Figure 1. Drive-strength map.
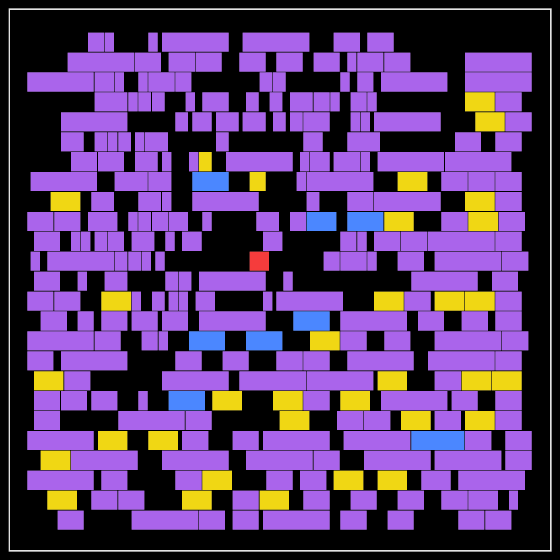
Figure 2. Routing congestion map.
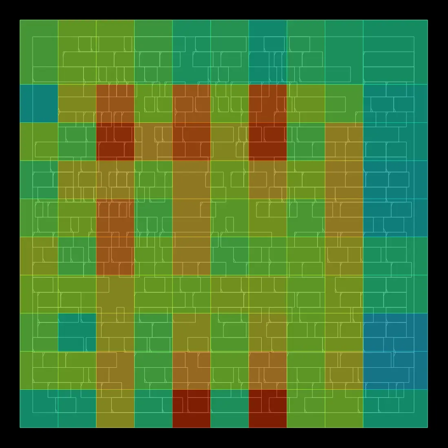
<file path="src/rtl/mem_burst_ctrl.sv">
// ---------------------------------------------------------------------------
// mem_burst_ctrl
//
// Turns a single burst command (direction, start address, beat count) into a
// sequence of single-beat memory requests. Write bursts pull one beat at a
// time from the write-data stream and issue it to memory. Read bursts issue
// one read at a time and push the returned word onto the read-data stream.
// Addresses wrap modulo DEPTH. A zero-length or over-long command finishes
// at once with an error pulse and no memory access.
//
// Ports
//   clk_i, rst_i          clock (rising edge), asynchronous active-low reset
//   cmd_valid_i/ready_o   command handshake; ready only when idle
//   cmd_wr_i              1 = write burst, 0 = read burst
//   cmd_addr_i            start address
//   cmd_len_i             beat count (legal range 1..DEPTH)
//   s_valid_i/s_data_i/s_ready_o   write-data stream in
//   m_valid_o/m_data_o/m_ready_i   read-data stream out
//   valid_o, wr_en_o, rd_en_o, addr_o, wdata_o   memory request
//   ready_i, rdata_i      memory completion and read data
//   busy_o                high whenever a burst is in progress
//   done_o                one-cycle pulse at the end of every command
//   err_o                 pulses with done_o for an illegal length
// ---------------------------------------------------------------------------
module mem_burst_ctrl #(
    parameter int WIDTH     = 16,
    parameter int DEPTH     = 16,
    parameter int ADDRWIDTH = $clog2(DEPTH)
) (
    input  logic                 clk_i,
    input  logic                 rst_i,
    input  logic                 cmd_valid_i,
    output logic                 cmd_ready_o,
    input  logic                 cmd_wr_i,
    input  logic [ADDRWIDTH-1:0] cmd_addr_i,
    input  logic [ADDRWIDTH:0]   cmd_len_i,
    input  logic                 s_valid_i,
    input  logic [WIDTH-1:0]     s_data_i,
    output logic                 s_ready_o,
    output logic                 m_valid_o,
    output logic [WIDTH-1:0]     m_data_o,
    input  logic                 m_ready_i,
    output logic                 valid_o,
    output logic                 wr_en_o,
    output logic                 rd_en_o,
    output logic [ADDRWIDTH-1:0] addr_o,
    output logic [WIDTH-1:0]     wdata_o,
    input  logic                 ready_i,
    input  logic [WIDTH-1:0]     rdata_i,
    output logic                 busy_o,
    output logic                 done_o,
    output logic                 err_o
);

    typedef enum logic [2:0] {
        IDLE,
        WR_DATA,
        WR_REQ,
        RD_REQ,
        RD_OUT,
        DONE
    } state_t;

    localparam logic [ADDRWIDTH:0]   LEN_MAX   = (ADDRWIDTH + 1)'(DEPTH);
    localparam logic [ADDRWIDTH:0]   LEN_ONE   = (ADDRWIDTH + 1)'(1);
    localparam logic [ADDRWIDTH-1:0] ADDR_LAST = ADDRWIDTH'(DEPTH - 1);
    localparam logic [ADDRWIDTH-1:0] ADDR_ONE  = ADDRWIDTH'(1);

    state_t                 state_q;
    state_t                 state_d;
    logic [ADDRWIDTH-1:0]   addr_q;
    logic [ADDRWIDTH:0]     cnt_q;
    logic                   wr_q;
    logic                   err_q;
    logic [WIDTH-1:0]       wdata_q;
    logic [WIDTH-1:0]       mdata_q;

    logic                   len_bad;
    logic                   last_beat;
    logic [ADDRWIDTH-1:0]   addr_next;
    state_t                 beat_state;

    assign len_bad   = (cmd_len_i == '0) || (cmd_len_i > LEN_MAX);
    assign last_beat = (cnt_q == LEN_ONE);
    // Explicit wrap so a non-power-of-two DEPTH still wraps at DEPTH-1.
    assign addr_next = (addr_q == ADDR_LAST) ? '0 : addr_q + ADDR_ONE;
    // Where the FSM goes after a beat that is not the last one.
    assign beat_state = wr_q ? WR_DATA : RD_REQ;

    // NOTE: sequential state uses non-blocking assignments so every register
    // samples the values from before the edge, independent of block order.
    always_ff @(posedge clk_i or negedge rst_i) begin
        if (!rst_i) begin
            state_q <= IDLE;
        end else begin
            state_q <= state_d;
        end
    end

    always_comb begin
        // NOTE: every output of this block gets a default first; a path that
        // leaves one unassigned would infer a latch.
        state_d     = state_q;
        cmd_ready_o = 1'b0;
        s_ready_o   = 1'b0;
        m_valid_o   = 1'b0;
        valid_o     = 1'b0;
        wr_en_o     = 1'b0;
        rd_en_o     = 1'b0;
        busy_o      = 1'b1;
        done_o      = 1'b0;
        err_o       = 1'b0;

        case (state_q)
            IDLE: begin
                cmd_ready_o = 1'b1;
                busy_o      = 1'b0;
                if (cmd_valid_i) begin
                    if (len_bad) begin
                        state_d = DONE;
                    end else begin
                        state_d = cmd_wr_i ? WR_DATA : RD_REQ;
                    end
                end
            end
            WR_DATA: begin
                s_ready_o = 1'b1;
                if (s_valid_i) begin
                    state_d = WR_REQ;
                end
            end
            WR_REQ: begin
                valid_o = 1'b1;
                wr_en_o = 1'b1;
                if (ready_i) begin
                    state_d = last_beat ? DONE : beat_state;
                end
            end
            RD_REQ: begin
                valid_o = 1'b1;
                rd_en_o = 1'b1;
                if (ready_i) begin
                    state_d = RD_OUT;
                end
            end
            RD_OUT: begin
                m_valid_o = 1'b1;
                if (m_ready_i) begin
                    state_d = last_beat ? DONE : beat_state;
                end
            end
            DONE: begin
                done_o  = 1'b1;
                err_o   = err_q;
                state_d = IDLE;
            end
            default: begin
                state_d = IDLE;
            end
        endcase
    end

    // NOTE: the datapath registers are reset as well as the FSM, because the
    // request and stream outputs they drive must read zero during reset.
    always_ff @(posedge clk_i or negedge rst_i) begin
        if (!rst_i) begin
            addr_q  <= '0;
            cnt_q   <= '0;
            wr_q    <= 1'b0;
            err_q   <= 1'b0;
            wdata_q <= '0;
            mdata_q <= '0;
        end else begin
            case (state_q)
                IDLE: begin
                    if (cmd_valid_i) begin
                        addr_q <= cmd_addr_i;
                        cnt_q  <= cmd_len_i;
                        wr_q   <= cmd_wr_i;
                        err_q  <= len_bad;
                    end
                end
                WR_DATA: begin
                    if (s_valid_i) begin
                        wdata_q <= s_data_i;
                    end
                end
                WR_REQ: begin
                    if (ready_i) begin
                        addr_q <= addr_next;
                        cnt_q  <= cnt_q - LEN_ONE;
                    end
                end
                RD_REQ: begin
                    if (ready_i) begin
                        mdata_q <= rdata_i;
                    end
                end
                RD_OUT: begin
                    if (m_ready_i) begin
                        addr_q <= addr_next;
                        cnt_q  <= cnt_q - LEN_ONE;
                    end
                end
                default: begin
                end
            endcase
        end
    end

    assign addr_o   = addr_q;
    assign wdata_o  = wdata_q;
    assign m_data_o = mdata_q;

endmodule

</file>
<file path="config.mk">
export PLATFORM = sky130hd
export DESIGN_NAME = mem_burst_ctrl
export DESIGN_NICKNAME = d
export VERILOG_FILES = /design/src/rtl/mem_burst_ctrl.sv
export SDC_FILE = /design/constraint.sdc
export NUM_CORES = 1
export LEC_CHECK = 0
export CORE_MARGIN = 2
export CORE_UTILIZATION = 45
export CTS_CLUSTER_SIZE = 14
export DETAILED_ROUTE_END_ITERATION = 10
export GPL_TIMING_DRIVEN = 0
export PLACE_DENSITY_LB_ADDON = 0.12
export RECOVER_POWER = 100
export SYNTH_ARGS = -nofsm -noshare
export SYNTH_HDL_FRONTEND = slang
export SYNTH_SLANG_ARGS = --single-unit
</file>
<file path="constraint.sdc">
create_clock -name clk_i -period 3.5 [get_ports clk_i]
set_clock_uncertainty 0.2 [all_clocks]
set_input_delay 0.525 -clock clk_i [delete_from_list [all_inputs] [get_ports clk_i]]
set_output_delay 0.525 -clock clk_i [all_outputs]
set_load 0.01 [all_outputs]
</file>
==> summary.txt <==
Summary of implementation figures.

Logic synthesis
The synthesis report lists the Yosys warning total as 0. After synthesis, the largest area contributor takes up 52.6% of total cell area. The post-synth register bit count is 46. The synthesis stats list as the most numerous cell dfrtp_1. The area reported by Yosys stat is 2190 um^2. When the netlist entered floorplanning its net count stood at 231. The synthesis run shows the most used standard cells to be dfrtp_1, mux2_2, nand2_1. After synthesis, the share of flip-flops with an asynchronous set or reset is 100%.

Summed over all instances, the cell type with the most area after synthesis is dfrtp_1. By area the synthesized netlist is led by dfrtp_1, mux2_2, nand2_1. The cell count after synthesis came out at 180. The share of the Yosys chip area taken by registers is 52.6%.

The predominant post-synthesis flop cell is dfrtp_1. The synthesized design contains 0 enable-type register cells.

Clock network
The post-cts sizing count is 0. Buffers inserted during clock tree synthesis total 5. The master cell of the clock root buffer is clkbuf_8. The clock-pin slew reported for the worst setup and hold paths after clock tree synthesis is 0.08 ns. The level count of the clock H-tree is 2.

Global routing
The initial antenna violation count is 0. The first-pass GRT wire length is 8.00 mm. Entering global routing, the biggest net connects 34 pins. The total congestion overflow is 0.

Critical path
Per the timing report, the most critical flop-to-flop path originates at state_q[0]. The data arrival time at the worst-slack endpoint is 2.29 ns. The maximum fanout along the worst path is 10.

The required time at the worst endpoint is listed as 2.77 ns. The cell family with the largest share of critical-path delay is buffers and inverters. The signal on the critical path passes through clkbuf_1, clkbuf_1, and3b_1, and2_1, dlygate4sd3_1. Counting cells, the worst reg-to-reg path comes to 6.

The sort of element at the start of the critical path is a flop. The origin of the worst setup path is state_q[0]. In this design, the critical path's most frequently occurring cell is clkbuf_1.

The longest incremental delay of any stage on the critical path is reported as 0.60 ns. The timing endpoint of the critical path is err_o. The critical register-to-register path endpoint is wdata_o[10]. The buffer and inverter count on the worst path is 3. The register-to-register setup slack is 0.92 ns.

Die
93 I/O pins were placed. The floorplan has 25 rows. The core area is 4690 um^2.

Pwr
The biggest power consumer among the groups is combinational cells. The leakage power is 1.38 nW. The maximum vdd drop is 0.000405 V. The power report lists the clock group at 0.324 mW. Sequential cells consume a total of 0.954 mW. Overall power consumption after layout is estimated at 2.78 mW. The reported combinational group power is 1.50 mW.

For this design the ratio of total power to cell area is 861 nW/um^2. Per the OpenROAD power report, switching power amounts to 0.997 mW. The power report attributes to the combinational group a share of 54.0%. The register share of total power is 34.3%.

Final timing
The period utilization is 86.2%. Endpoints with negative setup slack in the final report add up to 0. The slew check shows that the tightest pin keeps a relative margin of 47.9%. For this run, the top clock speed supported by timing is 332 MHz. The final-report max-slew violation count is 0. The total negative slack is 0 ns. The final critical-path setup slack is 0.484 ns.

Finish
For this run, the share of the core covered by cells in the final layout is 68.8%. In the layout the commonest cells are dlygate4sd3_1, dfrtp_1, clkdlybuf4s50_1. After filler insertion, the fill cell instance count of the layout stands at 388. The fraction of layout cells with a size suffix above 1 is 14.9%. Per the layout area report, the combinational gate area comes to 907 um^2.

The number of nets in the layout is 332. Once layout is complete, the cells apart from fillers number 336.

Route
The routed layout has 1741 vias. Detailed-route iteration 0 reported a violation count of 38. The DRC violation count after routing is 0. According to the report, the first pass of detailed routing completed in 4 iterations. The average via count per standard cell is 5.18. The tally of nets with antenna violations remaining after routing is 0.

Placed design
The total instance count after detailed placement is 327. The worst setup timing slack at the placement stage is 0.978 ns. The final weighted congestion recorded by global placement is 0.827. Per the detailed placement report, the placed cell area equals 3190 um^2.

Hold path
The worst hold path begins at err_q. The cell depth of the worst hold path is 2. The worst-case hold path end point is err_q.

Run
The max-capacitance violation count is 0.

Status
The flow ran to the end, and the final reports show no timing, DRC or antenna violations.
Notes on Figure 1 above:
| color | size | cells | most used |
|---|---|---|---|
| yellow | drive 2 | 33 | mux2_2 |
| red | drive 3 to 4 | 1 | buf_4 |
| blue | drive 6 and up | 8 | clkbuf_8 |
| purple | drive 1 or less | 240 | dlygate4sd3_1 |
Buffers excl. clock: 103
layout-stage area growth over the synthesis result: 47.5%

Notes on Figure 2 above:
gr busiest metal: met2
global-route track usage on met3: 5.49%
routed wirelength normalized by instance count: 14.1 um
overall routing resource usage: 19.1%
GR Layer Usage met1: 24.4%

## logic make-up after synthesis
group | count (synthesis) | synth area share (%)
and+or+nand+nor | 47 | 11.3
DFF | 46 | 52.6
muxes | 38 | 19.5
AOI/OAI and AO/OA | 29 | 9.72
buffers and inverters | 15 | 4.40
adders and majority gates | 3 | 1.71
xor gates and xnor gates | 2 | 0.800
## layer usage
layer / up-vias / track usage, % / wire length (um)
li1: 840 / - / -
met1: 827 / 24.4 / 2100
met2: 70 / 31.5 / 2250
met3: 4 / 5.49 / 356
met4: 0 / 5.45 / 48
met5: - / 0 / 0
## final cells by class
class	instances	share of cell area (%)
Multi-Input combinational cell	119	28.1
Buffer	9	1.39
Clock buffer	7	2.67
Timing Repair Buffer	94	29.3
Clock inverter	1	0.155
Inverter	6	0.697
Tap cell	54	2.09
Sequential cell	46	35.6
Power and IR drop assume default switching activity.
